===== src/rtl/stdcore_pkg.sv =====
// stdcore_pkg: helpers shared by the stdcore FIFO family.
package stdcore_pkg;

    // Ceiling log2, usable in parameter defaults.
    function automatic int unsigned clog2(input int unsigned n);
        int unsigned r;
        int unsigned v;
        r = 0;
        v = 1;
        while (v < n) begin
            v = v << 1;
            r = r + 1;
        end
        return r;
    endfunction

    // Wrap base+offset into [0, depth) with a single compare-subtract.
    // Callers guarantee base < depth and offset <= depth.
    function automatic int unsigned mod_add(input int unsigned base,
                                            input int unsigned off,
                                            input int unsigned depth);
        int unsigned s;
        s = base + off;
        return (s >= depth) ? s - depth : s;
    endfunction

endpackage


===== src/rtl/stdcore_2prf.sv =====
// stdcore_2prf: two-port register file, one write port and one read port.
// Enables are active-low; the read port returns zero while disabled.
module stdcore_2prf
    import stdcore_pkg::*;
#(
    parameter int unsigned DW    = 8,
    parameter int unsigned AW    = 6,
    parameter int unsigned DEPTH = 64
) (
    input  logic          clk,
    input  logic          we_n,
    input  logic [AW-1:0] waddr,
    input  logic [DW-1:0] wdata,
    input  logic          re_n,
    input  logic [AW-1:0] raddr,
    output logic [DW-1:0] rdata
);

    logic [DW-1:0] mem_q [DEPTH];

    // Storage array write port.
    always_ff @(posedge clk) begin
        if (!we_n) begin
            mem_q[waddr] <= wdata;
        end
    end

    assign rdata = re_n ? '0 : mem_q[raddr];

endmodule


===== src/rtl/stdcore_cbfifo.sv =====
// stdcore_cbfifo: block FIFO with random access inside the open push block and
// the head pull block, for arbitrary DEPTH. Zero-masking of never-written
// entries is built in when STDCORE_CBFIFO_ZMASK_EN is defined.
module stdcore_cbfifo
    import stdcore_pkg::*;
#(
    parameter int unsigned DW    = 8,
    parameter int unsigned DEPTH = 64,
    parameter int unsigned AW    = clog2(DEPTH)
) (
    input  logic          clk,
    input  logic          arst,
    input  logic          flush,
    input  logic [DW-1:0] p,
    input  logic [AW-1:0] p_waddr,
    input  logic          p_we,
    input  logic [AW:0]   p_blk,
    input  logic          p_commit,
    output logic          p_rdy,
    output logic [AW:0]   p_vc,
    output logic          p_werr,
    output logic [DW-1:0] c,
    input  logic [AW-1:0] c_raddr,
    input  logic          c_re,
    input  logic [AW:0]   c_blk,
    input  logic          c_release,
    output logic          c_rdy,
    output logic [AW:0]   c_st,
    output logic          c_rerr
);

    localparam int unsigned CW = AW + 1;
    localparam logic [AW:0] DEPTH_C = CW'(DEPTH);

    logic [AW-1:0] p_base_q, p_base_d;
    logic [AW-1:0] c_base_q, c_base_d;
    logic [AW:0]   c_st_q, c_st_d;
    logic [DW-1:0] c_q, c_d;
    logic          p_werr_q, p_werr_d;
    logic          c_rerr_q, c_rerr_d;

    logic          wr_ok, rd_ok, fire_p, fire_c;
    logic [AW-1:0] wr_addr, rd_addr;
    logic          ram_we_n, ram_re_n;
    logic [DW-1:0] ram_rdata;
    logic          rd_valid;

    // Handshake status is combinational from registered counts and block sizes only.
    assign p_vc   = DEPTH_C - c_st_q;
    assign p_rdy  = (p_blk <= p_vc);
    assign c_rdy  = (c_blk <= c_st_q);
    assign c_st   = c_st_q;
    assign c      = c_q;
    assign p_werr = p_werr_q;
    assign c_rerr = c_rerr_q;

    assign ram_we_n = ~wr_ok;
    assign ram_re_n = ~rd_ok;

    stdcore_2prf #(
        .DW    (DW),
        .AW    (AW),
        .DEPTH (DEPTH)
    ) u_ram (
        .clk   (clk),
        .we_n  (ram_we_n),
        .waddr (wr_addr),
        .wdata (p),
        .re_n  (ram_re_n),
        .raddr (rd_addr),
        .rdata (ram_rdata)
    );

`ifdef STDCORE_CBFIFO_ZMASK_EN
    logic [DEPTH-1:0] valid_q, valid_d;
    int unsigned      rel;

    assign rd_valid = valid_q[rd_addr];

    // Valid bitmap update: set on accepted write, then cleared over the
    // released range so a same-cycle release of the entry wins.
    always_comb begin
        valid_d = valid_q;
        rel     = 0;
        if (wr_ok) begin
            valid_d[wr_addr] = 1'b1;
        end
        if (fire_c) begin
            for (int unsigned i = 0; i < DEPTH; i++) begin
                rel = (i >= 32'(c_base_q)) ? i - 32'(c_base_q) : i + DEPTH - 32'(c_base_q);
                if (rel < 32'(c_blk)) begin
                    valid_d[i] = 1'b0;
                end
            end
        end
        if (flush) begin
            valid_d = '0;
        end
    end

    // Valid bitmap register.
    always_ff @(posedge clk or posedge arst) begin
        if (arst) begin
            valid_q <= '0;
        end else begin
            valid_q <= valid_d;
        end
    end
`else
    assign rd_valid = 1'b1;
`endif

    // Accept terms, physical addresses and next base/count/output values.
    always_comb begin
        wr_ok   = p_we && ({1'b0, p_waddr} < p_vc) && !flush;
        rd_ok   = c_re && ({1'b0, c_raddr} < c_st_q) && !flush;
        fire_p  = p_commit && p_rdy;
        fire_c  = c_release && c_rdy;
        wr_addr = AW'(mod_add(32'(p_base_q), 32'(p_waddr), DEPTH));
        rd_addr = AW'(mod_add(32'(c_base_q), 32'(c_raddr), DEPTH));

        p_base_d = p_base_q;
        c_base_d = c_base_q;
        if (fire_p) begin
            p_base_d = AW'(mod_add(32'(p_base_q), 32'(p_blk), DEPTH));
        end
        if (fire_c) begin
            c_base_d = AW'(mod_add(32'(c_base_q), 32'(c_blk), DEPTH));
        end
        c_st_d   = c_st_q + (fire_p ? p_blk : '0) - (fire_c ? c_blk : '0);
        p_werr_d = p_we && !wr_ok;
        c_rerr_d = c_re && !rd_ok;
        c_d      = c_q;
        if (c_re) begin
            c_d = (rd_ok && rd_valid) ? ram_rdata : '0;
        end

        if (flush) begin
            p_base_d = '0;
            c_base_d = '0;
            c_st_d   = '0;
            p_werr_d = 1'b0;
            c_rerr_d = 1'b0;
            c_d      = '0;
        end
    end

    // Base, count and output registers.
    always_ff @(posedge clk or posedge arst) begin
        if (arst) begin
            p_base_q <= '0;
            c_base_q <= '0;
            c_st_q   <= '0;
            c_q      <= '0;
            p_werr_q <= 1'b0;
            c_rerr_q <= 1'b0;
        end else begin
            p_base_q <= p_base_d;
            c_base_q <= c_base_d;
            c_st_q   <= c_st_d;
            c_q      <= c_d;
            p_werr_q <= p_werr_d;
            c_rerr_q <= c_rerr_d;
        end
    end

endmodule


===== config.mk =====
export PLATFORM = sky130hd
export DESIGN_NAME = stdcore_cbfifo
export DESIGN_NICKNAME = d
export VERILOG_FILES = /design/src/rtl/stdcore_pkg.sv /design/src/rtl/stdcore_2prf.sv /design/src/rtl/stdcore_cbfifo.sv
export SDC_FILE = /design/constraint.sdc
export NUM_CORES = 1
export LEC_CHECK = 0
export CAP_MARGIN = 20
export CELL_PAD_IN_SITES_DETAIL_PLACEMENT = 0
export CELL_PAD_IN_SITES_GLOBAL_PLACEMENT = 1
export CORE_MARGIN = 10
export CORE_UTILIZATION = 35
export DETAILED_ROUTE_END_ITERATION = 16
export PLACE_DENSITY = 0.6
export SLEW_MARGIN = 40
export SYNTH_ARGS = -nofsm -noshare
export SYNTH_HDL_FRONTEND = slang
export SYNTH_SLANG_ARGS = --single-unit

===== constraint.sdc =====
create_clock -name clk -period 6.4 [get_ports clk]
set_input_delay 1.28 -clock clk [delete_from_list [all_inputs] [get_ports clk]]
set_output_delay 1.28 -clock clk [all_outputs]
set_load 0.01 [all_outputs]

zoom.png
Bar = 5 microns. Window x 127 to 147, y 182 to 202 microns. Cells in gray, sequential cells in the stronger gray; small squares are vias.
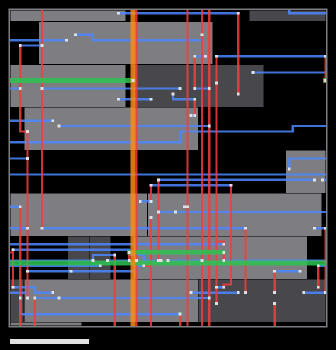
Green marks met3. Orange marks met4. Blue marks met1. Red marks met2.
Most frequent: edfxtp_1 (7), mux4_2 (2), nor2_1 (2). Netlist names of flops here include u_ram.mem_q (7). 12 logic cells have their middle in the window. Sequential cells in the window: 7.

wire_density.png
The die is cut into 27 by 27 equal tiles; white is low, dark blue is high, scaled to the fullest tile. Values are wire area over tile area, all layers added.
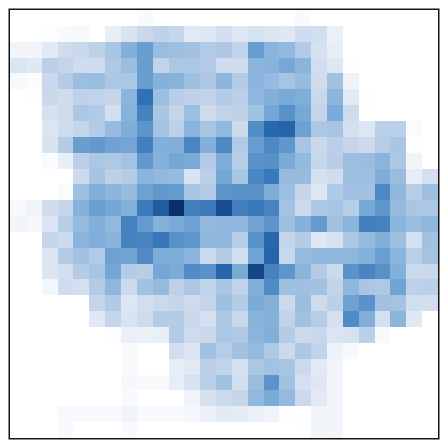
28% of the tiles are nearly empty. The emptiest ninth of the die: lower left. The mean over all tiles is 0.11. 12% of the tiles are over half the peak. The fullest tile reaches 0.46.

pins.png
Bar = 100 microns. Pins as bars across the die edge, other pins in gray.
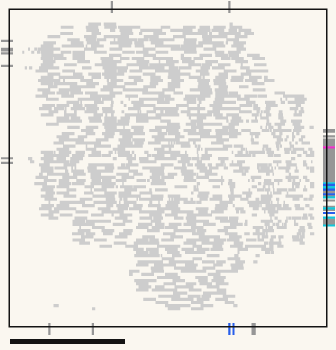
Cyan marks p_vc, pins 7, direction output, edge right. Blue marks p_waddr, pins 6, direction input, edge 4 right, 2 bottom. Magenta marks arst, pins 1, direction input, edge right.
All pins by edge: 52 right, 7 left, 6 bottom, 2 top.
Port Buf Inserts: 66
die height: 275 microns
Die X: 275 microns

==> CHANGELOG.md <==
### Implementation results

- Buffers and inverters on the worst path: 3
- Placed insts: 2,048
- Final setup vio count: 0
- Asr flop ratio synth: 5.36%
- Worst Hold End: c[5]$_DFFE_PP0P_
- CP max FO: 6
- Layout non-clock buf frac: 3.20%
- Chip Area, Yosys: 22,700 sq um
- HPWL after DPL: 34.2 mm
- Finished Cell Area: 26,400 sq um
- WHS Path Cells: 1
- Sequential cell area share: 61.0%
- Post-Synth XOR/XNOR Area: 1.33%
- Synth mux share: 16.8%
- Cell count listed in synth_stat.txt: 1,147
- Clk pwr: 3.19 mW
- Leak: 8.67 nW
- RSZ-0062 raised after global routing: false
- Final hold vios: 0
- Hold Path Class: flip-flop to flip-flop
- Fin cells: 2,150
- Seq pwr share: 37.5%
- Final Max Tran Viols: 0
- CP Capture Point: c_st[6]$_DFF_PP0_
- Dpl ws: 0.482 ns
- Worst-path clk slew: 0.07 ns
- WL final: 53.8 mm
- Slack of the worst reg-to-reg path: 0.89 ns
- Largest net degree at the start of global routing: 65
- Final period util: 86.1%
- Max reg flops: 512
- First-pass iteration count of the detailed router: 5
- Die ar.: 75,500 sq um
- Top logic family: multiplexers
- Top Consumer: registers
- Met3 global-route usage: 3.22%
- Number of flops mapped to enable cells by yosys: 512
- Final ANT Viol Nets: 0
- Max H-tree Level: 2
- Pwr Density: 417 nW/um^2
- Biggest Area Class: registers
- M1 WL: 23.6 mm
- Combinational gates: 533
- Pin slew with the least headroom to its limit: 0.806 ns
- Switching power summed over all nets: 3.52 mW
- Post-Syn Area: 22,700 sq um
- Adders+Majority by Area: 3.62%
- Fillcell total: 5,671
- Worst Reg2Reg Path Length in Cells: 22
- Count leader, synth: edfxtp_1
- Top cells excl fill/tap: edfxtp_1 (512), mux4_2 (160), nor2_1 (72)
- Top logic cell by instance count in the layout: edfxtp_1
- Grt met1 use: 19.6%
- Top Metal Used: met4
- Yosys simple share: 3.60%
- Core area: 64,300 sq um
- Remaining global-route overflow: 0
- Post-CTS setup buffers: 0
- CTS Root Cell: clkbuf_16
- Final net count: 1,352
- Max incr delay on CP: 0.52 ns
- M2 GR Usage: 23.0%
- Post-Syn Nets: 1,247
- Synth top area share: 67.7%
- Register area: 16,100 sq um
- Worst setup EP type: flip-flop
- Worst path cell trace: inv_1 > ha_1 > nor3b_2 > xnor2_1 > ha_1 > a211oi_1 > a21oi_1 > maj3_1 > o21a_1 > nor2_1 > buf_4 > nand2_1 > fa_1 > inv_1 > ha_1 > a21oi_1 > nor2_1 > a211o_1 > a21oi_1 > xnor2_1 > xnor3_1 > nor2b_1
- Synth unique cells: 49
- Global Route Usage Sum: 14.3%
- Comb pwr share: 33.4%
- Area grow syn2layout: 16.1%
- Critical path's top delay family: adder cells
- Comb group: 3.68 mW
- Antenna diode count: 0
- Initial DRC Count: 775
- Yosys aoi share: 2.46%
- WL per Instance: 25.0 microns
- Worst reg2reg endpoint: c_st[6]$_DFF_PP0_
- Non-clk invs: 32
- Drt drc: 0
- Fraction of layout cells with a size suffix above 1: 25.4%
- Yosys warning tally: 0
- Cell area leaders: edfxtp_1 (68%), mux4_2 (16%), dfrtp_1 (3.2%), ha_1 (2.7%), nor2_1 (1.8%)
- Crit Path Class: flip-flop to flip-flop
- Critical Path Source: c_st[1]$_DFF_PP0_
- Initial antenna violation count: 0
- Max Cap Viol: 0
- Cell-internal power: 7.47 mW
- Clock buffer depth: 3
- Post-synth top area cell: edfxtp_1
- Number of global-route vias before repair: 11,600
- Routed wl met3: 3.20 mm
- Levels on crit path: 22
- Crit path max-delay cell type: fa_1
- DP Area: 24,500 sq um
- CP arrival: 6.01 ns
- First-pass GRT wire length: 80.0 mm
- Sequential Power: 4.12 mW
- Core Rows: 93
- Avg Synthesized Cell Area: 19.8 sq um
- Startpoint types: flip-flop
- Hold slack: 0.489 ns
- GP Congestion: 0.808
- Core Util at FP: 35.3%
- ClkCell Share: 6.81%
- Max VDD drop: 0.000184 V
- Relative slew slack: 46.0%
- Non-clock buffer count: 87
- Clock share of power: 29.1%
- CTS tree: built
- Outcome: finished, final reports clean
gate_families.png
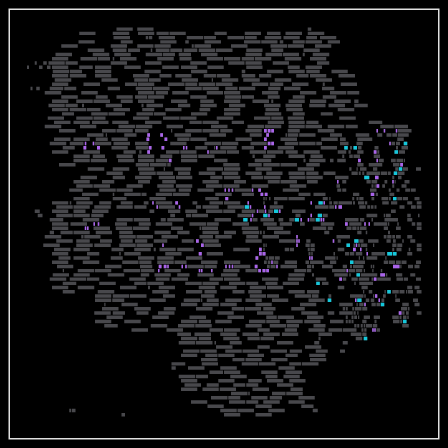
Cyan marks AND-OR and OR-AND gates, cells 29, where middle right. Purple marks NOR gates, cells 123.

final_clocks.png
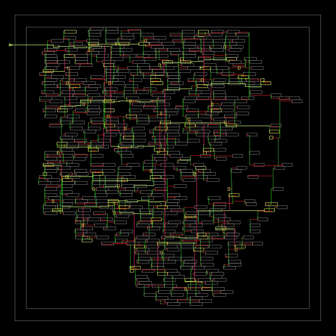
clk latency late pin: 0.62 ns
clkbuf count: 66
clk sink count: 541
Seq cells: 541
cts bufs inserted: 57

No activity file was given, so power comes from the tool's default toggle rates.
